==> config.mk <==
export PLATFORM = sky130hd
export DESIGN_NAME = kapisma_turnuva
export DESIGN_NICKNAME = d
export VERILOG_FILES = /design/src/rtl/kapisma_turnuva.sv
export SDC_FILE = /design/constraint.sdc
export NUM_CORES = 1
export LEC_CHECK = 0
export CELL_PAD_IN_SITES_DETAIL_PLACEMENT = 1
export CELL_PAD_IN_SITES_GLOBAL_PLACEMENT = 2
export CORE_ASPECT_RATIO = 1.1
export CORE_MARGIN = 3
export CORE_UTILIZATION = 39
export DETAILED_ROUTE_END_ITERATION = 7
export GPL_TIMING_DRIVEN = 0
export PLACE_DENSITY = 0.89
export SLEW_MARGIN = 10
export SYNTH_ARGS = -nofsm -noshare
export SYNTH_HDL_FRONTEND = slang
export SYNTH_SLANG_ARGS = --single-unit
export TNS_END_PERCENT = 10
==> constraint.sdc <==
create_clock -name clk -period 11.56 [get_ports clk]
set_input_delay 2.312 -clock clk [delete_from_list [all_inputs] [get_ports clk]]
set_output_delay 2.312 -clock clk [all_outputs]
set_load 0.02 [all_outputs]
==> src/rtl/kapisma_turnuva.sv <==
// Multi-round, N-player grid-guess contest: per-round winner and score,
// saturating game total, per-player win counts and champion selection.
module kapisma_turnuva #(
    parameter int OYUNCU_SAYISI = 3,
    parameter int IZGARA_BIT    = 2,
    parameter int TUR_SAYISI    = 4,
    parameter int PUAN_W        = 8,
    parameter int ONCELIK_MODU  = 1
) (
    input  logic                                       clk,
    input  logic                                       rst_n,
    input  logic                                       basla,
    input  logic                                       tur_gecerli,
    output logic                                       tur_hazir,
    input  logic [OYUNCU_SAYISI*IZGARA_BIT-1:0]        sag_adimlar,
    input  logic [OYUNCU_SAYISI*IZGARA_BIT-1:0]        asagi_adimlar,
    input  logic [2*IZGARA_BIT-1:0]                    sayi,
    output logic                                       tur_sonuc_gecerli,
    output logic [$clog2(OYUNCU_SAYISI+1)-1:0]         tur_kazanan,
    output logic [2*IZGARA_BIT+$clog2(OYUNCU_SAYISI)-1:0] tur_puan,
    output logic [PUAN_W-1:0]                          toplam_puan,
    output logic [$clog2(OYUNCU_SAYISI+1)-1:0]         sampiyon,
    output logic                                       bitti
);

    localparam int N  = OYUNCU_SAYISI;
    localparam int G  = IZGARA_BIT;
    localparam int KW = $clog2(N + 1);
    localparam int PW = 2 * G + $clog2(N);
    localparam int WW = $clog2(TUR_SAYISI + 1);
    localparam int SW = ((PW > PUAN_W) ? PW : PUAN_W) + 1;

    typedef enum logic [2:0] {BOSTA, OYUN, HESAPLA, SONUC, BITTI} durum_t;

    durum_t          durum;
    logic [N*G-1:0]  sag_r;
    logic [N*G-1:0]  asagi_r;
    logic [2*G-1:0]  sayi_r;
    logic [WW-1:0]   tur_sayac;
    logic [WW-1:0]   galibiyet [N];

    logic [N-1:0]    dogru;
    logic [2*G-1:0]  tahmin;
    logic [PW-1:0]   p_top;
    logic [PW-1:0]   q_top;
    logic [PW-1:0]   tur_puan_n;
    logic [KW-1:0]   kazanan;
    logic [KW-1:0]   sampiyon_n;
    logic [WW-1:0]   en_cok;
    logic [SW-1:0]   toplam_gen;
    logic [PUAN_W-1:0] toplam_n;

    // Priority position p -> 0-based player index.
    function automatic int sira(input int p);
        if (ONCELIK_MODU == 0 || p == 0) return p;
        return N - p;
    endfunction

    always_comb begin
        dogru  = '0;
        tahmin = '0;
        p_top  = '0;
        q_top  = '0;
        for (int i = 0; i < N; i++) begin
            tahmin = {asagi_r[(N-1-i)*G +: G], sag_r[(N-1-i)*G +: G]};
            dogru[i] = (tahmin == sayi_r);
            if (dogru[i]) p_top = p_top + PW'(tahmin);
            else          q_top = q_top + PW'(tahmin);
        end
        tur_puan_n = (p_top > q_top) ? p_top - q_top : '0;
    end

    // Walk the order backwards so the highest-priority hit is written last.
    always_comb begin
        kazanan = '0;
        for (int p = N - 1; p >= 0; p--)
            if (dogru[sira(p)]) kazanan = KW'(sira(p) + 1);
    end

    always_comb begin
        en_cok     = '0;
        sampiyon_n = '0;
        for (int p = 0; p < N; p++) begin
            if (galibiyet[sira(p)] > en_cok) begin
                en_cok     = galibiyet[sira(p)];
                sampiyon_n = KW'(sira(p) + 1);
            end
        end
    end

    assign toplam_gen = SW'(toplam_puan) + SW'(tur_puan_n);
    assign toplam_n   = (toplam_gen > SW'({PUAN_W{1'b1}})) ?
                        {PUAN_W{1'b1}} : toplam_gen[PUAN_W-1:0];

    always_ff @(posedge clk or negedge rst_n) begin
        if (!rst_n) begin
            durum             <= BOSTA;
            tur_hazir         <= 1'b0;
            tur_sonuc_gecerli <= 1'b0;
            tur_kazanan       <= '0;
            tur_puan          <= '0;
            toplam_puan       <= '0;
            sampiyon          <= '0;
            bitti             <= 1'b0;
            sag_r             <= '0;
            asagi_r           <= '0;
            sayi_r            <= '0;
            tur_sayac         <= '0;
            for (int i = 0; i < N; i++) galibiyet[i] <= '0;
        end else begin
            tur_sonuc_gecerli <= 1'b0;
            unique case (durum)
                BOSTA, BITTI: begin
                    if (basla) begin
                        durum       <= OYUN;
                        tur_hazir   <= 1'b1;
                        tur_kazanan <= '0;
                        tur_puan    <= '0;
                        toplam_puan <= '0;
                        sampiyon    <= '0;
                        bitti       <= 1'b0;
                        tur_sayac   <= '0;
                        for (int i = 0; i < N; i++) galibiyet[i] <= '0;
                    end
                end
                OYUN: begin
                    if (tur_gecerli) begin
                        sag_r     <= sag_adimlar;
                        asagi_r   <= asagi_adimlar;
                        sayi_r    <= sayi;
                        tur_hazir <= 1'b0;
                        durum     <= HESAPLA;
                    end
                end
                HESAPLA: begin
                    tur_kazanan       <= kazanan;
                    tur_puan          <= tur_puan_n;
                    toplam_puan       <= toplam_n;
                    tur_sonuc_gecerli <= 1'b1;
                    tur_sayac         <= tur_sayac + WW'(1);
                    for (int i = 0; i < N; i++)
                        if (kazanan == KW'(i + 1))
                            galibiyet[i] <= galibiyet[i] + WW'(1);
                    if (tur_sayac == WW'(TUR_SAYISI - 1)) begin
                        durum <= SONUC;
                    end else begin
                        durum     <= OYUN;
                        tur_hazir <= 1'b1;
                    end
                end
                SONUC: begin
                    sampiyon <= sampiyon_n;
                    bitti    <= 1'b1;
                    durum    <= BITTI;
                end
                default: durum <= BOSTA;
            endcase
        end
    end

endmodule

==> flow_metrics.py <==
# Metrics from the implementation run
metrics = {
    "run_status": {
        "status": "finished, final reports clean",
    },
    "timing": {
        "rsz0062_at_grt": "false",
        "relSlewSlack_pct": 55.9,
        "fin_crit_ns": 6.62,
        "finalHoldViolations": 0,
        "tns_ns": 0,
    },
    "global_route": {
        "grt_max_degree": 28,
        "met1_usage_pct": 21.9,
    },
    "worst_hold_path": {
        "hp-start": "bitti$_DFFE_PN0P_",
        "min_to": "bitti$_DFFE_PN0P_",
    },
    "final_layout": {
        "ff_count": 52,
        "lay_top_cells": "dfrtp_1, nand2_1, clkdlybuf4s50_1, ha_1, nor2_1",
        "seqCellArea_um2": 1300,
        "inverters_excl_clock": 29,
        "drive_gt1_share_pct": 9.41,
        "top_register": "galibiyet",
        "n_all_buffers": 53,
        "seq_area_share_pct": 28.6,
        "final_area_um2": 4550,
        "biggestCellCategory": "logic gates",
    },
    "synthesis": {
        "simple_gate_share_pct": 16.1,
        "flop_cell": "dfrtp_1",
        "top_cells_by_count": "dfrtp_1, nand2_1, ha_1, nor2_1, inv_1",
        "ys_seq_share_pct": 33.7,
        "adder_share_pct": 15.3,
        "top_cell": "dfrtp_1",
        "syn_nets": 471,
        "syn_inst": 409,
        "async_flop_share_pct": 100,
        "synth.mux.area_fraction_pct": 6.31,
        "netlist_top_cells_area": "dfrtp_1, ha_1, mux2_2",
    },
    "cts": {
        "postCtsHoldBufs": 0,
    },
    "floorplanning": {
        "row_count": 37,
        "pin_count": 41,
        "well_tap_count": 117,
        "initCoreUtil_pct": 40.7,
    },
    "placement": {
        "pre_cts_ws_ns": 4.95,
        "placedCellCount": 567,
        "gp_congestion": 0.790,
        "port_buffers": 40,
    },
    "worst_setup_path": {
        "cp-endpoint": "toplam_puan[2]$_DFFE_PN0P_",
        "critPathLaunchType": "flip-flop",
        "rr_startpoint": "sayi_r[0]$_DFFE_PN0P_",
    },
    "route": {
        "remaining_drc_errors": 0,
    },
}
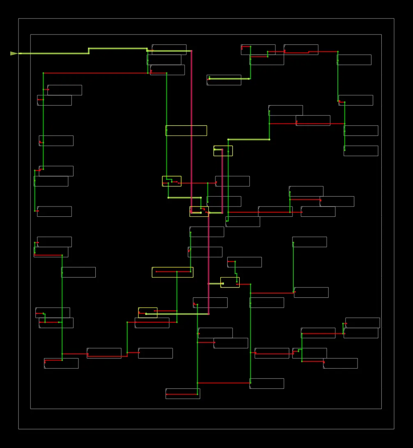
(clock nets)
Clock Buffer Count: 5
CTS sink cnt: 52
clock buffers created by TritonCTS: 5
Worst Skew: 0.0132 ns

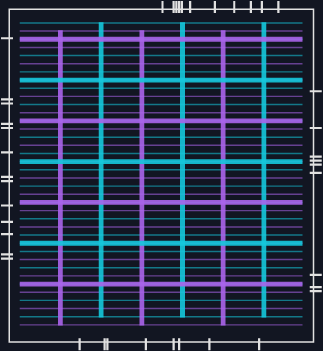
(floorplan with the power grid)
Scale: 3 px per um. Pins as bars on the die edge.
[cyan] VDD
[purple] VSS
met1 rails: 38
signal pins: 41
met4 straps: 6
met5 straps: 7
rows: 37
die x size: 101 um
Core ar.: 9490 um^2
die height: 110 um

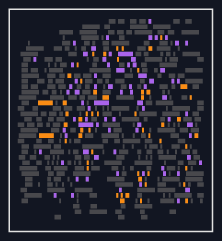
(gate families picked out)
Scale: 2 px per um.
[purple] inverting AOI/OAI gates | cells: 77 | most used: a21oi_1
[orange] NOR gates | cells: 54 | most used: nor2_1
combinational share of cell area: 52.7%
Commonest Layout Cell: dfrtp_1

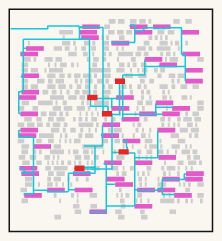
(routed clock nets over the placement)
Scale: 2 px per um.
[cyan] clock wires | length: 800 um
[red] cells driving clock nets | count: 5
[magenta] flip-flops | count: 52
routed clock nets: 6
flops lie: all over the die
Clock Latency Late Sink: 0.31 ns

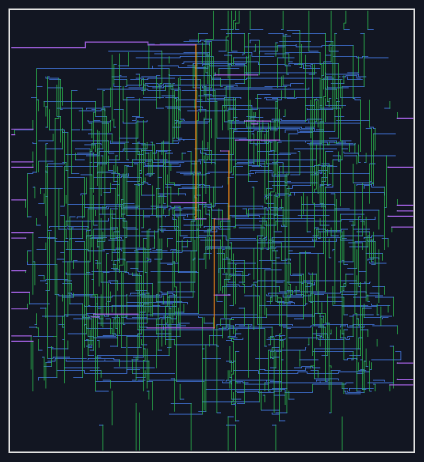
(wiring by layer)
Scale: 4 px per um.
[purple] met3 | wire length: 222 um
[green] met2 | wire length: 5190 um
[orange] met4 | wire length: 87.7 um
[blue] met1 | wire length: 4160 um
via count: 3158
DR WL/cell: 16.8 um
GRT Overall Usage: 18.4%
drt total wl: 9660 um

